Fig. 1: metal 1
Scale bar: 20 µm. Supply wires on this layer in grey.
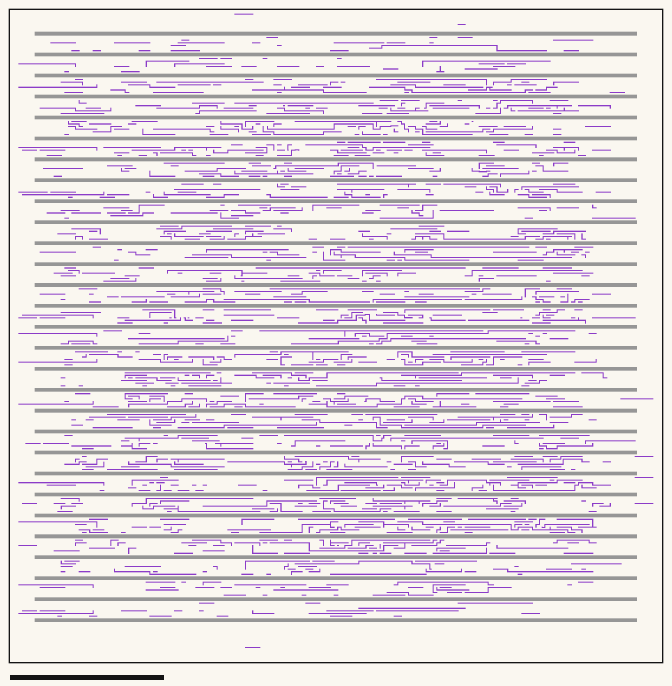
Fig. 2: met2 routing
Cells faint in the background.
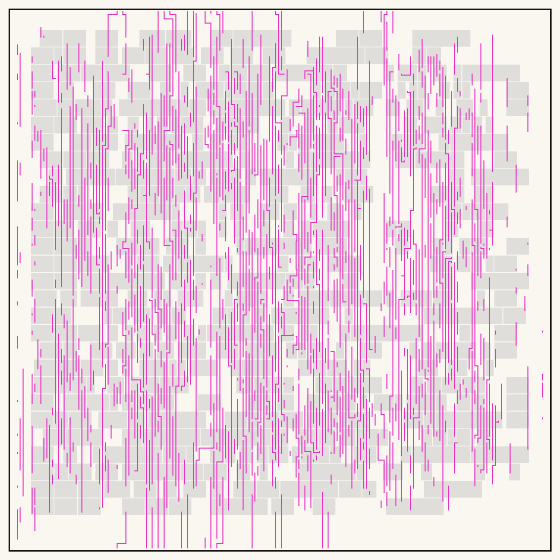
[src/rtl/pc_seq_pkg.sv]
// Shared types and defaults for the PC sequencer.
// Optional single-step support is enabled by defining PC_SEQ_SINGLE_STEP_EN.
package pc_seq_pkg;

    localparam int INSTR_W = 32;

    localparam logic [INSTR_W-1:0] DEF_RESET_PC   = 32'h0000_0000;
    localparam logic [INSTR_W-1:0] DEF_EXC_VECTOR = 32'h0000_0080;
    localparam logic [INSTR_W-1:0] INSTR_BYTES    = 32'd4;

    typedef enum logic [1:0] {
        ST_RUN      = 2'd0,
        ST_REDIRECT = 2'd1,
        ST_HALT     = 2'd2
    } seq_state_t;

endpackage

[src/rtl/pc_target_check.sv]
// Combinational alignment and range check for a fetch address.
// Flags word misalignment or an address at/after the end of instruction memory.
module pc_target_check
    import pc_seq_pkg::*;
#(
    parameter int IMEM_WORDS = 256
) (
    input  logic [INSTR_W-1:0] addr,
    output logic               fault
);

    // One extra bit so the limit is exact even for a full 4 GiB space.
    localparam logic [INSTR_W:0] LIMIT = (INSTR_W+1)'(IMEM_WORDS) << 2;

    logic misaligned;
    logic out_of_range;

    assign misaligned   = (addr[1:0] != 2'b00);
    assign out_of_range = ({1'b0, addr} >= LIMIT);
    assign fault        = misaligned || out_of_range;

endmodule

[src/rtl/pc_sequencer.sv]
// Fetch PC sequencer: RUN / REDIRECT / HALT with fault redirect.
// Define PC_SEQ_SINGLE_STEP_EN to add the step input for HALT single-step.
module pc_sequencer
    import pc_seq_pkg::*;
#(
    parameter logic [INSTR_W-1:0] RESET_PC   = DEF_RESET_PC,
    parameter logic [INSTR_W-1:0] EXC_VECTOR = DEF_EXC_VECTOR,
    parameter int                 IMEM_WORDS = 256
) (
    input  logic               clk,
    input  logic               rst_n,
    input  logic               stall,
    input  logic               br_taken,
    input  logic [INSTR_W-1:0] br_target,
    input  logic               jmp,
    input  logic [INSTR_W-1:0] jmp_target,
    input  logic               exc_req,
    input  logic               halt_req,
    input  logic               resume,
`ifdef PC_SEQ_SINGLE_STEP_EN
    input  logic               step,
`endif
    output logic [INSTR_W-1:0] pc,
    output logic               pc_valid,
    output logic               flush,
    output logic               fetch_fault,
    output logic               halted
);

    seq_state_t         state_q, state_d;
    logic [INSTR_W-1:0] pc_q, pc_d;
    logic               flush_q, flush_d;
    logic               fault_q, fault_d;

    logic               redir;
    logic [INSTR_W-1:0] tgt;
    logic [INSTR_W-1:0] pc_seq;
    logic               tgt_bad;
    logic               seq_bad;
    logic               step_req;

    assign redir  = br_taken || jmp;
    assign tgt    = br_taken ? br_target : jmp_target;
    assign pc_seq = pc_q + INSTR_BYTES;

`ifdef PC_SEQ_SINGLE_STEP_EN
    assign step_req = step;
`else
    assign step_req = 1'b0;
`endif

    pc_target_check #(
        .IMEM_WORDS(IMEM_WORDS)
    ) u_tgt_chk (
        .addr (tgt),
        .fault(tgt_bad)
    );

    pc_target_check #(
        .IMEM_WORDS(IMEM_WORDS)
    ) u_seq_chk (
        .addr (pc_seq),
        .fault(seq_bad)
    );

    always_comb begin
        state_d = state_q;
        pc_d    = pc_q;
        flush_d = 1'b0;
        fault_d = 1'b0;
        unique case (state_q)
            ST_RUN: begin
                if (exc_req) begin
                    pc_d    = EXC_VECTOR;
                    flush_d = 1'b1;
                    state_d = ST_REDIRECT;
                end else if ((redir && tgt_bad) ||
                             (!redir && !halt_req && !stall && seq_bad)) begin
                    pc_d    = EXC_VECTOR;
                    flush_d = 1'b1;
                    fault_d = 1'b1;
                    state_d = ST_REDIRECT;
                end else if (redir) begin
                    pc_d    = tgt;
                    flush_d = 1'b1;
                    state_d = ST_REDIRECT;
                end else if (halt_req) begin
                    state_d = ST_HALT;
                end else if (!stall) begin
                    pc_d = pc_seq;
                end
            end
            // Bubble cycle: always moves on, stall has no effect here.
            ST_REDIRECT: begin
                state_d = ST_RUN;
                if (exc_req || seq_bad) begin
                    pc_d    = EXC_VECTOR;
                    flush_d = 1'b1;
                    fault_d = !exc_req;
                    state_d = ST_REDIRECT;
                end else begin
                    pc_d = pc_seq;
                end
            end
            ST_HALT: begin
                if (exc_req) begin
                    pc_d    = EXC_VECTOR;
                    flush_d = 1'b1;
                    state_d = ST_REDIRECT;
                end else if (resume) begin
                    state_d = ST_RUN;
                end else if (step_req && seq_bad) begin
                    pc_d    = EXC_VECTOR;
                    flush_d = 1'b1;
                    fault_d = 1'b1;
                    state_d = ST_REDIRECT;
                end else if (step_req) begin
                    pc_d = pc_seq;
                end
            end
            default: begin
                state_d = ST_RUN;
            end
        endcase
    end

    always_ff @(posedge clk or negedge rst_n) begin
        if (!rst_n) begin
            state_q <= ST_RUN;
            pc_q    <= RESET_PC;
            flush_q <= 1'b0;
            fault_q <= 1'b0;
        end else begin
            state_q <= state_d;
            pc_q    <= pc_d;
            flush_q <= flush_d;
            fault_q <= fault_d;
        end
    end

    assign pc          = pc_q;
    assign flush       = flush_q;
    assign fetch_fault = fault_q;
    assign halted      = (state_q == ST_HALT);
    assign pc_valid    = (state_q == ST_RUN) ||
                         ((state_q == ST_HALT) && step_req &&
                          !resume && !exc_req);

endmodule
[config.mk]
export PLATFORM = sky130hd
export DESIGN_NAME = pc_sequencer
export DESIGN_NICKNAME = d
export VERILOG_FILES = /design/src/rtl/pc_seq_pkg.sv /design/src/rtl/pc_target_check.sv /design/src/rtl/pc_sequencer.sv
export SDC_FILE = /design/constraint.sdc
export NUM_CORES = 1
export LEC_CHECK = 0
export CORE_MARGIN = 3
export CORE_UTILIZATION = 49
export CTS_CLUSTER_SIZE = 8
export DETAILED_ROUTE_END_ITERATION = 6
export GPL_TIMING_DRIVEN = 0
export PLACE_DENSITY = 0.9
export SYNTH_ARGS = -nofsm -noshare
export SYNTH_HDL_FRONTEND = slang
export SYNTH_SLANG_ARGS = --single-unit
[constraint.sdc]
create_clock -name clk -period 5.92 [get_ports clk]
set_input_delay 1.48 -clock clk [delete_from_list [all_inputs] [get_ports clk]]
set_output_delay 1.48 -clock clk [all_outputs]
set_load 0.01 [all_outputs]
==> run_results.csv <==
group,metric,value,unit
clock_network,numClockSinks,36,
drt,route.vias.total,3746,
final_timing,report.final.hold_viol_count,0,
global_routing,grt_antenna_before_repair,0,
final_timing,tightest_slew,1.263,ns
clock_network,postCtsHoldBufs,0,
critical_path,cpMaxStageDelayCell,"sky130_fd_sc_hd__nor4_1",
synthesis,yosys.stat.chipArea,3033,µm²
floorplan,dieArea,7170,µm²
place,detailedPlacementHpwl,8258,µm
synthesis,syn-instance-count,395,
place,port_buffers,106,
critical_path,worstSetupPathType,"input pin to flop",
critical_path,cp.buffers_inverters,1,
global_routing,grt_pass1_vias,3651,
drt,1st_pass_router_iterations,5,
critical_path,crit_required,6.10,ns
floorplan,floorplan.core_util,0.5092,
clock_network,cts_htree_levels,2,
synthesis,postSynthAreaPerCell,7.678,µm²
drt,postRouteWirelength,10880,µm
final_timing,worst_slew_margin_rel,0.1502,
floorplan,core_region_area,5956,µm²
floorplan,overall_die_width,84.68,µm
final_layout,syn_to_final_growth,40.88,%
synthesis,most_popular_library_cell_in_the_synthesized_design_by_count,"sky130_fd_sc_hd__nand2_1",
worst_hold_path,timing.hold.worst_path_depth,1,
clock_network,post_cts_resize_count,0,
floorplan,fp-row-count,28,
final_layout,filler_cell_count,485,
drt,routedWlPerCell,18.63,µm
synthesis,postSynthSeqShare,0.2970,
synthesis,post_synth_instance_area,3033,µm²
final_layout,layout_top_cell,"sky130_fd_sc_hd__clkdlybuf4s50_1",
synthesis,flops_latches_synth,36,
place,postPlaceCellArea,4183,µm²
clock_network,numCtsBuffers,5,
drt,drtIter0Drc,375,
run_status,run_status,"completed",
synthesis,yosysWarnings,0,
synthesis,net_count_synth,474,
run,warning_count,32,
critical_path,crit_path_cell_trace,"clkdlybuf4s50_1 -> or4b_2 -> o22ai_1 -> o211ai_1 -> nor4_1 -> a222oi_1 -> o22a_1",
critical_path,reg2reg_depth,12,
synthesis,yosysUniqueCellTypes,59,
critical_path,cp.arrival,4.40,ns
clock_network,worst_setup_hold_path_clk_slew,0.08,ns
clock_network,cts_root_buf,"sky130_fd_sc_hd__clkbuf_8",
synthesis,netlist.top_cell.by_area,"sky130_fd_sc_hd__dfrtp_1",
final_layout,mi_logic_area,1964,µm²
final_layout,final_layout_top_logic_cells,"sky130_fd_sc_hd__clkdlybuf4s50_1, sky130_fd_sc_hd__nand2_1, sky130_fd_sc_hd__dfrtp_1",
clock_network,clk_latency,0.29,ns
global_routing,grt.total_usage,0.3003,
critical_path,path_delay_family,"simple AND/OR/NAND/NOR gates",
clock_network,cts_max_path_bufs,2,
power,power.density,168.7,nW/µm²
final_timing,timing.final.crit_share,0.7132,
final_layout,layout.nets,587,
place,gpl.final_weighted_congestion,0.9450,
power,maximum_resistive_drop_on_vdd,0.1167,mV
synthesis,topCellsByArea,"sky130_fd_sc_hd__dfrtp_1, sky130_fd_sc_hd__nand2_1, sky130_fd_sc_hd__nor4_1, sky130_fd_sc_hd__nand3_1, sky130_fd_sc_hd__nor2_1",
global_routing,grt_max_degree,37,
final_timing,totalNegativeSetupSlack,0,ns
critical_path,critical_path_peak_fanout,8,
synthesis,post-synth-top-area-fraction,0.2970,
worst_hold_path,worst_hold_path_type,"flop to flop",
critical_path,setup.worst_path.start_class,"input pin",
power,p_leak,1.538,nW
final_timing,post-route-min-period,4.222,ns
critical_path,worst_setup_path_end_kind,"flop",
final_layout,count_of_inserted_antenna_diode_cells,0,
clock_network,tritoncts,"yes",
run,max_cap_viols,0,
synthesis,edf_count,0,
critical_path,critical_path.max_stage_delay,1.03,ns
drt,viasPerCell,6.414,
synthesis,synth-main-ff-cell,"sky130_fd_sc_hd__dfrtp_1",
drt,ant_nets,0,
synthesis,ys_cells,395,
final_layout,fin_area,4273,µm²
final_timing,final-setup-viol-count,0,
drt,route.detailed.drc,0,
final_timing,max_freq,236.9,MHz
final_timing,finClkSkew,0.004887,ns
power,total_power_of_the_final_layout,720.9,µW
synthesis,synthArstFlopShare,1.000,
final_timing,grt_setup_unrepaired,"no",
## Picture notes: Fig. 1
wire length on this layer = 4220 µm
share of all routed wire = 39%

## Picture notes: Fig. 2
main direction = vertical
longest straight run = 37.1 µm
share of all routed wire = 51%
wire length on this layer = 5560 µm

[routing by layer]
layer  global-route usage  up-vias  part of all wire
li1                     -     1726                 -
met1               0.3719     1773              0.39
met2               0.5331      223              0.51
met3              0.05103       24             0.078
met4              0.08777        0             0.023
met5                    0        -                 0
[layout make-up]
cell class	count	share of cell area
well taps	75	0.02196
flip-flops and latches	36	0.2108
clock buffers	8	0.02108
inverters	13	0.01142
plain buffers	28	0.02782
multi-input cells	318	0.4597
repair buffers	106	0.2471
[worst paths after layout]
check / from / end / slack (ns)
setup / recovery: br_target[14] / pc[7] / 1.70
hold / removal: pc[0] / pc[0] / 0.55
hold reg to reg: pc[0] / pc[0] / 0.55
min in group asynchronous: rst_n / pc[12] / 1.29
max in group asynchronous: rst_n / pc[7] / 4.09
setup reg to reg: pc[2] / pc[24] / 1.98
[flip-flops by register name (all words and copies together), names as in the netlist]
signal and cells:
flush 1, state_q 2, pc 32, fetch_fault 1
[metrics by stage]
stage	setup slack, ns	hold WS (ns)	instances
2_1_floorplan	2.169	0.5285	395
3_3_place_gp	1.467	0.5054	576
3_5_place_dp	1.436	0.5355	576
4_1_cts	1.739	0.5542	584
5_1_grt	1.569	0.5933	584
6_report	1.698	0.5544	584
[kinds of logic (layout without fill, tap and decap cells)]
| kind of cell | Yosys count | count (layout) | share of synthesized area |
|---|---|---|---|
| simple gates | 195 | 195 | 0.3465 |
| compound gates | 99 | 99 | 0.2154 |
| buf+inv | 41 | 155 | 0.05528 |
| flops | 36 | 36 | 0.2970 |
| mux | 12 | 12 | 0.04249 |
| fa+ha+maj | 7 | 7 | 0.02888 |
| xor+xnor | 5 | 5 | 0.01444 |
[power by group]
part           internal [mW]  switching, mW  leakage [nW]
clock network         0.0952         0.0954        0.0455
logic                  0.122          0.129          1.00
registers              0.261         0.0179         0.493
No activity file was given, so power comes from the tool's default toggle rates.
